## src/rtl/prog_clk_div.sv

```systemverilog
`default_nettype none
// ============================================================================
//  Module      : prog_clk_div
//  Description : Fully synchronous programmable clock divider. It produces a
//                divided square wave (clk_out) and a one-cycle enable strobe
//                (tick) for any divisor 2..2^DIV_W-1. The divisor can be
//                reprogrammed at run time and only takes effect on a period
//                boundary, so the output never glitches.
//  Options     : PROG_CLK_DIV_ODD_DUTY50_EN - adds a falling-edge retiming
//                register so that odd divisors give an exact 50% duty cycle.
//  Revision    : 1.0 - initial release
// ============================================================================
module prog_clk_div #(
    parameter int DIV_W       = 8,
    parameter int DEFAULT_DIV = 16
) (
    input  logic             clk,
    input  logic             rst,
    input  logic             en,
    input  logic             div_ld,
    input  logic [DIV_W-1:0] div_val,
    output logic             clk_out,
    output logic             tick,
    output logic             div_ack,
    output logic             div_err,
    output logic             pending
);

    localparam logic [DIV_W-1:0] RST_DIV = DIV_W'(DEFAULT_DIV);
    localparam logic [DIV_W-1:0] ONE     = DIV_W'(1);
    localparam logic [DIV_W-1:0] TWO     = DIV_W'(2);

    logic [DIV_W-1:0] n_div;      // active divisor N
    logic [DIV_W-1:0] p_div;      // pending divisor P
    logic [DIV_W-1:0] ph;         // phase counter, 0..N-1
    logic             clk_q;      // posedge-registered divided clock

    logic             wrap;       // this edge closes the current period
    logic [DIV_W:0]   high_cnt;   // H = (N+1)>>1, one bit wider so N=max is safe
    logic [DIV_W:0]   ph_inc;     // ph+1, widened for the H comparison
    logic             div_ok;     // requested divisor is legal

    assign wrap     = en && (ph == (n_div - ONE));
    assign high_cnt = ({1'b0, n_div} + {{DIV_W{1'b0}}, 1'b1}) >> 1;
    assign ph_inc   = {1'b0, ph} + {{DIV_W{1'b0}}, 1'b1};
    assign div_ok   = (div_val >= TWO);

    // Phase counter, divisor hand-over and all registered strobes.
    always_ff @(posedge clk) begin
        if (!rst) begin
            n_div   <= RST_DIV;
            p_div   <= RST_DIV;
            ph      <= RST_DIV - ONE;
            pending <= 1'b0;
            clk_q   <= 1'b0;
            tick    <= 1'b0;
            div_ack <= 1'b0;
            div_err <= 1'b0;
        end else begin
            tick    <= 1'b0;
            div_ack <= 1'b0;
            div_err <= 1'b0;

            if (en) begin
                if (wrap) begin
                    // Start of a new period; ph=0 is always inside the high time.
                    ph    <= '0;
                    clk_q <= 1'b1;
                    tick  <= 1'b1;
                    if (pending) begin
                        n_div   <= p_div;
                        pending <= 1'b0;
                        div_ack <= 1'b1;
                    end
                end else begin
                    ph    <= ph_inc[DIV_W-1:0];
                    clk_q <= (ph_inc < high_cnt);
                end
            end

            // A load on the wrap edge lands after the hand-over above: the
            // old P was consumed with its pre-edge value, the new one waits.
            if (div_ld) begin
                if (div_ok) begin
                    p_div   <= div_val;
                    pending <= 1'b1;
                end else begin
                    div_err <= 1'b1;
                end
            end
        end
    end

`ifdef PROG_CLK_DIV_ODD_DUTY50_EN
    logic qn;

    // Half-cycle delayed copy of clk_q; ANDing trims half a cycle off the
    // high time, which turns (N+1)/2 into exactly N/2 for odd N.
    always_ff @(negedge clk) begin
        if (!rst) begin
            qn <= 1'b0;
        end else begin
            qn <= clk_q;
        end
    end

    assign clk_out = n_div[0] ? (clk_q & qn) : clk_q;
`else
    assign clk_out = clk_q;
`endif

endmodule
`default_nettype wire

```

## config.mk

```make
export PLATFORM = sky130hd
export DESIGN_NAME = prog_clk_div
export DESIGN_NICKNAME = d
export VERILOG_FILES = /design/src/rtl/prog_clk_div.sv
export SDC_FILE = /design/constraint.sdc
export NUM_CORES = 1
export LEC_CHECK = 0
export ABC_AREA = 0
export CORE_AREA = 5 5 61 73
export CTS_CLUSTER_DIAMETER = 150
export DETAILED_ROUTE_END_ITERATION = 10
export DIE_AREA = 0 0 66 78
export GPL_TIMING_DRIVEN = 0
export PLACE_DENSITY = 0.79
export RECOVER_POWER = 100
export SYNTH_ARGS = -nofsm -noshare
export SYNTH_HDL_FRONTEND = slang
export SYNTH_SLANG_ARGS = --single-unit
```

## constraint.sdc

```tcl
create_clock -name clk -period 3.88 [get_ports clk]
set_clock_uncertainty 0.1 [all_clocks]
set_input_delay 0.776 -clock clk [delete_from_list [all_inputs] [get_ports clk]]
set_output_delay 0.776 -clock clk [all_outputs]
set_load 0.05 [all_outputs]
```

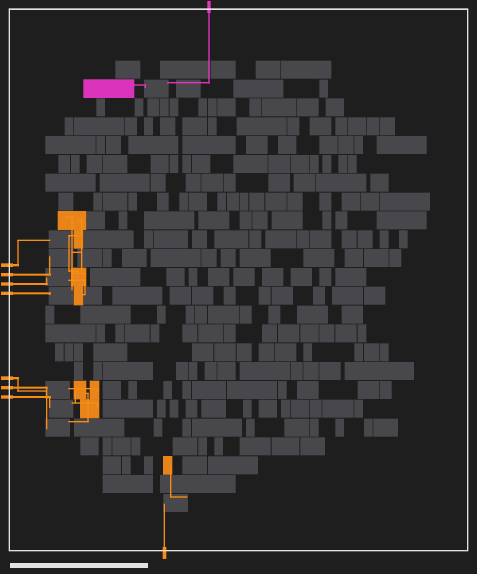
*Port wiring*
Bar = 20 um.
port	colour	bits	direction	edge	end cells	buffers	wire
`div_ack`	magenta	1	output	north	1	1	18.4 um
`div_val`	orange	8	input	7 west, 1 south	10	8	119 um

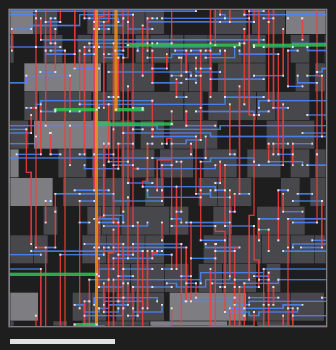
*Close-up of the layout*
Bar = 10 um. Region (18, 24) to (48, 54) um. Cells in grey, sequential cells in the stronger grey; small squares are vias.
layer	colour
met2	red
met4	orange
met3	green
met1	blue
sequential cells in the window	5
cells with their middle in the window	81
netlist names of flops here include	`n_div` (2), `ph` (2)
most frequent	xnor2_1 (7), xor2_1 (7), nand3_1 (7)

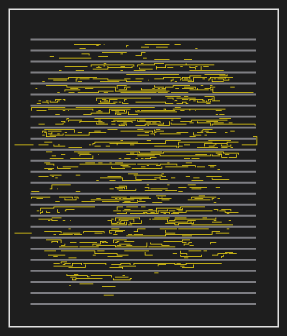
*Metal 1*
Supply wires on this layer in grey.
nets with wire on the layer	253
main direction	horizontal
global routing met1 resource utilization: 20.3%
via count: 1704
Routed WL: 4.03 mm

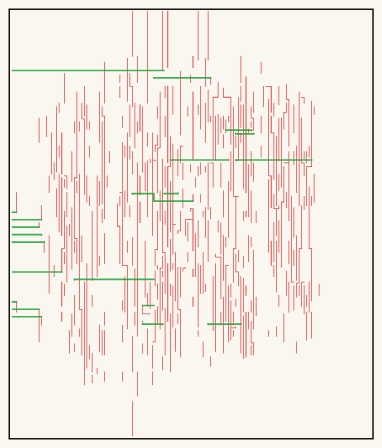
*Routed metal, one colour a layer*
Two of the layers only.
layer	colour	wire length
met3	green	153 um
met2	red	2080 um
total global-route track usage: 17.3%
Wirelength per Cell: 13.0 um

==> flow_summary.toml <==
# implementation run metrics
[global_route]
grt_pass1_wl_mm = 7.05
overflow = 0
antenna_found_initial = 0
grt_max_degree = 11
grt_pass1_vias = 1608

[pwr]
max-vdd-ir-drop_mv = 0.255
p_sw_share_pct = 30.0
seq-power_mw = 0.334
p_total_mw = 0.891
pg_comb_mw = 0.233
p_leak_nw = 0.936
p_switching_mw = 0.267
power-top-group = "sequential cells"
p_clk_share_pct = 36.3
pg_clk_mw = 0.323
p_seq_share_pct = 37.6
p_comb_share_pct = 26.2

[synthesis]
common_cells = "nand2_1 (44), dfxtp_1 (29), clkbuf_1 (13)"
yosys_most_used_dff = "dfxtp_1"
syn_area_um2 = 1900
synth.ff_latch_count = 29
top_cells_by_area = "dfxtp_1 (31%), nand2_1 (8.7%), ha_1 (6.6%), xor2_1 (5.1%), mux2i_1 (4.7%)"
ys_cells = 235
fp_nets = 257
avgSynthCellArea_um2 = 8.08
synth_area_leader_cell = "dfxtp_1"
async_reset_ff_share_pct = 0
edf_count = 0
synth.distinct_cells = 46

[worst_setup_path]
required_ns = 3.94
reg2reg_from = "n_div[1]"
crit_type = "reg2reg"
r2r_end = "n_div[2]"
startpoint = "n_div[1]"
cp_top_family = "AND-OR/OR-AND gates"
cp-end-kind = "register"
slowest_stage = "a22oi_2"
crit_path_cell_trace = "clkbuf_1 -> inv_1 -> ha_1 -> clkbuf_1 -> or2_2 -> a2111oi_0 -> o21ai_0 -> a22oi_2 -> nand4_4 -> mux2i_1"
reg2reg_slack_ns = 0.73
cp_max_fo = 10
arrival_ns = 3.21
critical_path_depth = 10
critPathBufInv = 3
cp_slowest_stage_delay_ns = 0.50

[clock_network]
cts_hold_buf = 0
cts.sinks = 29
clock_latency_ns = 0.28
post_cts_resized = 0
cts_tree = "built"
ctsHtreeMaxLevel = 2
path_clk_slew_ns = 0.06
cts_root_buffer = "clkbuf_8"

[die]
core_um2 = 3630
chipArea_um2 = 5150
fp_util_pct = 52.3
fp.dieW_um = 66
pin_count = 17

[placement]
dp_cells = 302
dp_hpwl_mm = 3.04
place_ws_ns = 0.910
portBuffers = 15
gp_congestion = 0.891

[final_layout]
logic_area_um2 = 1210
ff_count = 29
buf_share_pct = 10.2
comb_area_share_pct = 54.4
final_area_um2 = 2230
final_net_count = 279
reg.largest.list = "n_div x8, p_div x8, ph x8"
comb_cells = 181
layout_top_cell = "nand2_1"
n_fill_cell = 330
nClkBuffers = 7
finalNonFillerCells = 310
diodes = 0
drive_above_1_share_pct = 6.59
area_growth_pct = 17.3
lay_top_cells = "nand2_1 (44), dfxtp_1 (29), clkbuf_1 (15)"
final_core_util_pct = 61.3
largest_cell_class = "combinational gates"

[final_timing]
slew_viol_final = 0
clock.fmax_mhz = 317
slew_headroom_pct = 49.5
tns_ns = 0
whs_ns = 0.356
period_minus_slack_ns = 3.15
tightest_slew_ns = 0.757
setup_ws_ns = 0.725
rsz0062_at_grt = "no"
setup_viol = 0

[route]
wl_met1_mm = 1.73
viasPerCell = 5.50
drc = 0
drtIter0Drc = 117
top_layer = "met4"
wl_met3_um = 152

[flow_run]
cap_violations = 0

[min_path]
min_from = "p_div[7]"
hold_depth = 2
min_path_type = "reg2reg"
worstHoldEndpoint = "n_div[7]"

[status]
status = "complete, no violations"
[cells by family (layout without fill, tap and decap cells)]
| family | count (synthesis) | count (layout) | synth area share (%) |
|---|---|---|---|
| buffers and inverters | 25 | 48 | 5.53 |
| AOI/OAI and AO/OA | 47 | 47 | 18.5 |
| DFF | 29 | 29 | 30.6 |
| adders and majority gates | 10 | 10 | 6.59 |
| xor gates and xnor gates | 18 | 18 | 8.30 |
| muxes | 9 | 9 | 4.74 |
| and+or+nand+nor | 97 | 97 | 25.8 |
[metal layers]
layer / global-route usage, % / up-vias
li1: - / 867
met1: 20.3 / 803
met2: 30.2 / 28
met3: 4.19 / 6
met4: 6.30 / 0
met5: 0 / -
Power and IR drop assume default switching activity.
